`config.mk`:
```
export PLATFORM = sky130hd
export DESIGN_NAME = gray_decoder
export DESIGN_NICKNAME = d
export VERILOG_FILES = /design/src/rtl/gray_decoder.sv
export SDC_FILE = /design/constraint.sdc
export NUM_CORES = 1
export LEC_CHECK = 0
export ABC_AREA = 1
export CAP_MARGIN = 20
export CORE_MARGIN = 4
export CORE_UTILIZATION = 50
export CTS_CLUSTER_DIAMETER = 60
export DETAILED_ROUTE_END_ITERATION = 8
export PLACE_DENSITY_LB_ADDON = 0.15
export SYNTH_ARGS = -nofsm -noshare
export SYNTH_HDL_FRONTEND = slang
export SYNTH_SLANG_ARGS = --single-unit
```
`constraint.sdc`:
```
create_clock -name clk -period 3.9 [get_ports clk]
set_input_delay 0.585 -clock clk [delete_from_list [all_inputs] [get_ports clk]]
set_output_delay 0.585 -clock clk [all_outputs]
set_load 0.05 [all_outputs]
```
`src/rtl/gray_decoder.sv`:
```
// Two-stage gray-to-decimal decoder with thermometer output, step-direction
// detection and a saturating step-error counter, valid/ready on both sides.
module gray_decoder #(
    parameter int ERR_CNT_W  = 8,
    parameter bit CHECK_STEP = 1'b1
) (
    input  logic                 clk,
    input  logic                 rst,
    input  logic                 en,
    input  logic                 in_valid,
    output logic                 in_ready,
    input  logic [2:0]           in_gray,
    output logic                 out_valid,
    input  logic                 out_ready,
    output logic [2:0]           out_deci,
    output logic [6:0]           out_therm,
    output logic [1:0]           out_dir,
    output logic                 out_step_err,
    input  logic                 clr_err,
    output logic [ERR_CNT_W-1:0] err_cnt
);

    localparam logic [ERR_CNT_W-1:0] CNT_MAX = {ERR_CNT_W{1'b1}};
    localparam logic [ERR_CNT_W-1:0] CNT_ONE = {{(ERR_CNT_W-1){1'b0}}, 1'b1};

    function automatic logic [2:0] gray2bin(input logic [2:0] g);
        logic [2:0] b;
        b[2] = g[2];
        b[1] = g[2] ^ g[1];
        b[0] = b[1] ^ g[0];
        return b;
    endfunction

    function automatic logic [6:0] bin2therm(input logic [2:0] d);
        logic [6:0] t;
        case (d)
            3'd0:    t = 7'b0000000;
            3'd1:    t = 7'b0000001;
            3'd2:    t = 7'b0000011;
            3'd3:    t = 7'b0000111;
            3'd4:    t = 7'b0001111;
            3'd5:    t = 7'b0011111;
            3'd6:    t = 7'b0111111;
            3'd7:    t = 7'b1111111;
            default: t = 7'b0000000;
        endcase
        return t;
    endfunction

    logic                 adv_s;
    logic [2:0]           diff_s;
    logic [1:0]           dir_s;
    logic                 err_s;
    logic                 s1_valid_r;
    logic [2:0]           s1_deci_r;
    logic [2:0]           last_deci_r;
    logic                 have_last_r;
    logic                 out_valid_r;
    logic [2:0]           out_deci_r;
    logic [6:0]           out_therm_r;
    logic [1:0]           out_dir_r;
    logic                 out_step_err_r;
    logic [ERR_CNT_W-1:0] err_cnt_r;

    assign adv_s        = !out_valid_r | out_ready;
    assign in_ready     = adv_s & en;
    assign out_valid    = out_valid_r;
    assign out_deci     = out_deci_r;
    assign out_therm    = out_therm_r;
    assign out_dir      = out_dir_r;
    assign out_step_err = out_step_err_r;
    assign err_cnt      = err_cnt_r;

    // Step classification of the stage-1 sample against the last reference value
    always_comb begin
        diff_s = s1_deci_r - last_deci_r;
        dir_s  = 2'b00;
        err_s  = 1'b0;
        if (have_last_r) begin
            case (diff_s)
                3'd0:    dir_s = 2'b00;
                3'd1:    dir_s = 2'b01;
                3'd7:    dir_s = 2'b10;
                default: err_s = CHECK_STEP;
            endcase
        end else begin
            dir_s = 2'b00;
            err_s = 1'b0;
        end
    end

    // Pipeline stages and reference tracking; everything holds while stalled
    always_ff @(posedge clk) begin
        if (rst) begin
            s1_valid_r     <= 1'b0;
            s1_deci_r      <= 3'd0;
            last_deci_r    <= 3'd0;
            have_last_r    <= 1'b0;
            out_valid_r    <= 1'b0;
            out_deci_r     <= 3'd0;
            out_therm_r    <= 7'd0;
            out_dir_r      <= 2'b00;
            out_step_err_r <= 1'b0;
        end else if (adv_s) begin
            s1_valid_r  <= in_valid & en;
            if (in_valid & en) begin
                s1_deci_r <= gray2bin(in_gray);
            end
            out_valid_r <= s1_valid_r;
            if (s1_valid_r) begin
                out_deci_r     <= s1_deci_r;
                out_therm_r    <= bin2therm(s1_deci_r);
                out_dir_r      <= dir_s;
                out_step_err_r <= err_s;
                last_deci_r    <= s1_deci_r;
                have_last_r    <= 1'b1;
            end
        end
    end

    // Saturating error counter; clear wins over a coincident increment
    always_ff @(posedge clk) begin
        if (rst || clr_err || !CHECK_STEP) begin
            err_cnt_r <= {ERR_CNT_W{1'b0}};
        end else if (adv_s && s1_valid_r && err_s && (err_cnt_r != CNT_MAX)) begin
            err_cnt_r <= err_cnt_r + CNT_ONE;
        end
    end

endmodule
```
==> metrics.yaml, run 1 <==
outcome: "finished, final reports clean"
yosys.area.top_type: "dfxtp_1"
max-vdd-ir-drop_mv: 0.312
slowest_delay_ns: 0.82
cp.arrival_ns: 2.14
top_cells_by_area: "dfxtp_1 42%, a21oi_1 9.3%, nand2_1 7.6%, nand3_1 5.2%, inv_1 4.8%"
fp.dieArea_um2: 3340
grt_max_degree: 18
cts_tree: "built"
place_ws_ns: 1.17
seq-cell-share_pct: 32.5
powerClk_uw: 136
power_uw: 483
hp-start: "out_dir[1]"
cts_resized: 0
yosys_area_um2: 1240
ys_ff: 26
comb_cell_power_uw: 71.6
worst_pin_slew_ns: 0.618
p_seq_uw: 276
antenna_left: 0
biggestCellCategory: "multi-input combinational cells"
mostFrequentLayoutCells: "31 x clkdlybuf4s50_1, 26 x dfxtp_1, 25 x nand2_1, 23 x a21oi_1, 16 x inv_1"
vias: 1098
fin_area_um2: 1600
maxCapViolCount: 0
crit_type: "in2out"
logic_area_um2: 629
largest_reg_flops: 8
syn_to_final_growth_pct: 29.2
min_period_ns: 2.73
drt_wl_total_um: 2560
clock_path_buffers: 2
internal_power_uw: 355
startpoint: "out_ready"
power.group.top: "registers"
run 1: kinds of logic (layout without fill, tap and decap cells):
family | Yosys count | in the layout | share of synthesized area [%]
AOI/OAI and AO/OA | 30 | 30 | 12.3
and+or+nand+nor | 66 | 66 | 29.9
adders and majority gates | 3 | 3 | 3.63
xor gates and xnor gates | 7 | 7 | 4.94
buffers and inverters | 22 | 53 | 7.27
DFF | 26 | 26 | 42.0
run 1: routing by layer:
metal | track usage (%) | share of wire (%) | up-vias
li1 | - | - | 568
met1 | 21.9 | 49 | 502
met2 | 27.7 | 45 | 26
met3 | 4.01 | 4.9 | 2
met4 | 1.99 | 0.55 | 0
met5 | 0 | 0 | -
run 1: critical path, delay by kind of cell:
family                 cells  cell delay [ns]
AND/OR/NAND/NOR            2             0.23
buffers and inverters      3             1.31
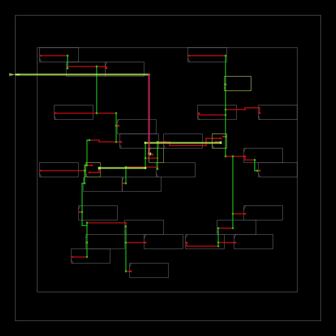
(run_1/clocks.png)
clock sinks: 26
# clk buffers: 4

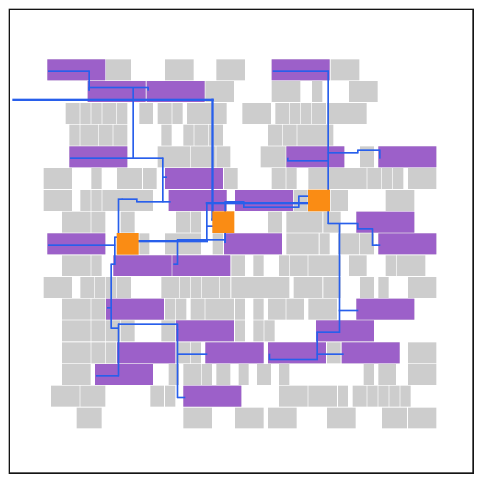
(run_1/clk_routes.png)
Drawn at 8 px/um.
Key: purple = flip-flops [count 26]; blue = clock wires [length 291 um]; orange = clock drivers [count 3]
There are 4 routed clock nets.

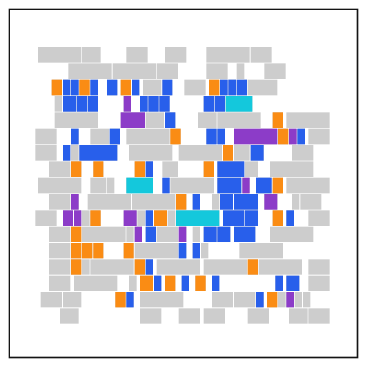
(run_1/logic_types.png)
Drawn at 6 px/um.
Key: cyan = adder and majority cells [cells 3]; blue = NAND gates [cells 52]; purple = NOR gates [cells 13]; orange = inverting AOI/OAI gates [cells 30]
Commonest Layout Cell: clkdlybuf4s50_1
Comb/total area: 39.3%
Cell Count, Final, Fillers Out: 213

==> run 2: changes to the inputs <==
Settings changed: CORE_UTILIZATION 50 to 43.
Clock period 3.9 ns to 2.4 ns, I/O delays scaled along.
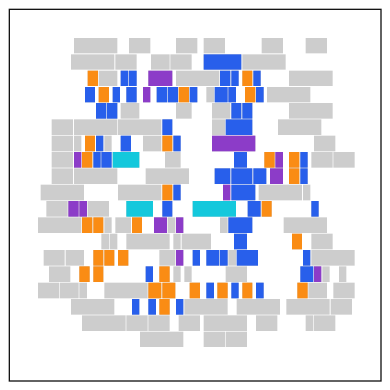
(run_2/logic_types.png)
Drawn at 6 px/um.
Key: blue = NAND gates [cells 52]; orange = inverting AOI/OAI gates [cells 30]; purple = NOR gates [cells 13]; cyan = adder and majority cells [cells 3]

==> metrics.yaml, run 2 <==
outcome: "finished, final reports clean"  # unchanged
cts_tree: "built"  # unchanged
hp-start: "out_therm[4]"  # was out_dir[1]
clkbuf_count: 4  # unchanged
worst_pin_slew_ns: 0.506  # was 0.618 ns
cts_resized: 0  # unchanged
min_period_ns: 2.04
cts_num_sinks: 26  # unchanged
maxCapViolCount: 0  # unchanged
grtUsageMet1_pct: 20.1  # was 21.9%
antenna_left: 0  # unchanged
biggestCellCategory: "multi-input combinational cells"  # unchanged
grt-busiest-layer: "met2"  # unchanged
power_uw: 789  # was 483 uW
logic_area_um2: 629  # unchanged
slowest_delay_ns: 0.86  # was 0.82 ns
comb-cell-share_pct: 38.8  # was 39.3%
clock_path_buffers: 2  # unchanged
yosys.area.top_type: "dfxtp_1"  # unchanged
cp.depth: 1  # was 5
dr.max_layer_used: "met4"  # unchanged
met3WireLength_um: 114  # was 126 um
mostFrequentLayoutCells: "30 x clkdlybuf4s50_1, 26 x dfxtp_1, 25 x nand2_1, 23 x a21oi_1, 16 x inv_1"  # was 31 x clkdlybuf4s50_1, 26 x dfxtp_1, 25 x nand2_1, 23 x a21oi_1, 16 x inv_1
route.met2.wl_um: 1100  # was 1160 um
fp.dieArea_um2: 3810  # was 3340 um^2
crit_type: "reg2out"  # was in2out
internal_power_uw: 581  # was 355 uW
path_delay_family: "buffers and inverters"  # unchanged
cp.arrival_ns: 1.68  # was 2.14 ns
startpoint: "err_cnt[6]"  # was out_ready
top_cells_by_area: "dfxtp_1 42%, a21oi_1 9.3%, nand2_1 7.6%, nand3_1 5.2%, inv_1 4.8%"  # unchanged
run 2: cell count changes in the layout (fill, tap and decap cells not counted), sizes merged:
cell | before | now
clkdlybuf4s50 | 31 | 30
buf | 0 | 2
run 2: logic make-up after synthesis:
family          Yosys count  synth area share [%]
flops                    26                  42.0
xor+xnor                  7                  4.94
fa+ha+maj                 3                  3.63
compound gates           30                  12.3
buf+inv                  22                  7.27
simple gates             66                  29.9
run 2: metrics by stage:
step	hold WS, ns	area (um^2)	utilization (%)	std cells	setup slack, ns
after CTS	0.479	1620	58.8	217	0.341
after floorplan	0.454	1240	-	154	0.355
after global routing	0.518	1620	58.8	217	0.205
final	0.476	1620	58.8	217	0.361
after global placement	0.454	1590	57.5	213	0.457
after detailed placement	0.458	1590	57.5	213	0.414
Power and IR drop assume default switching activity.
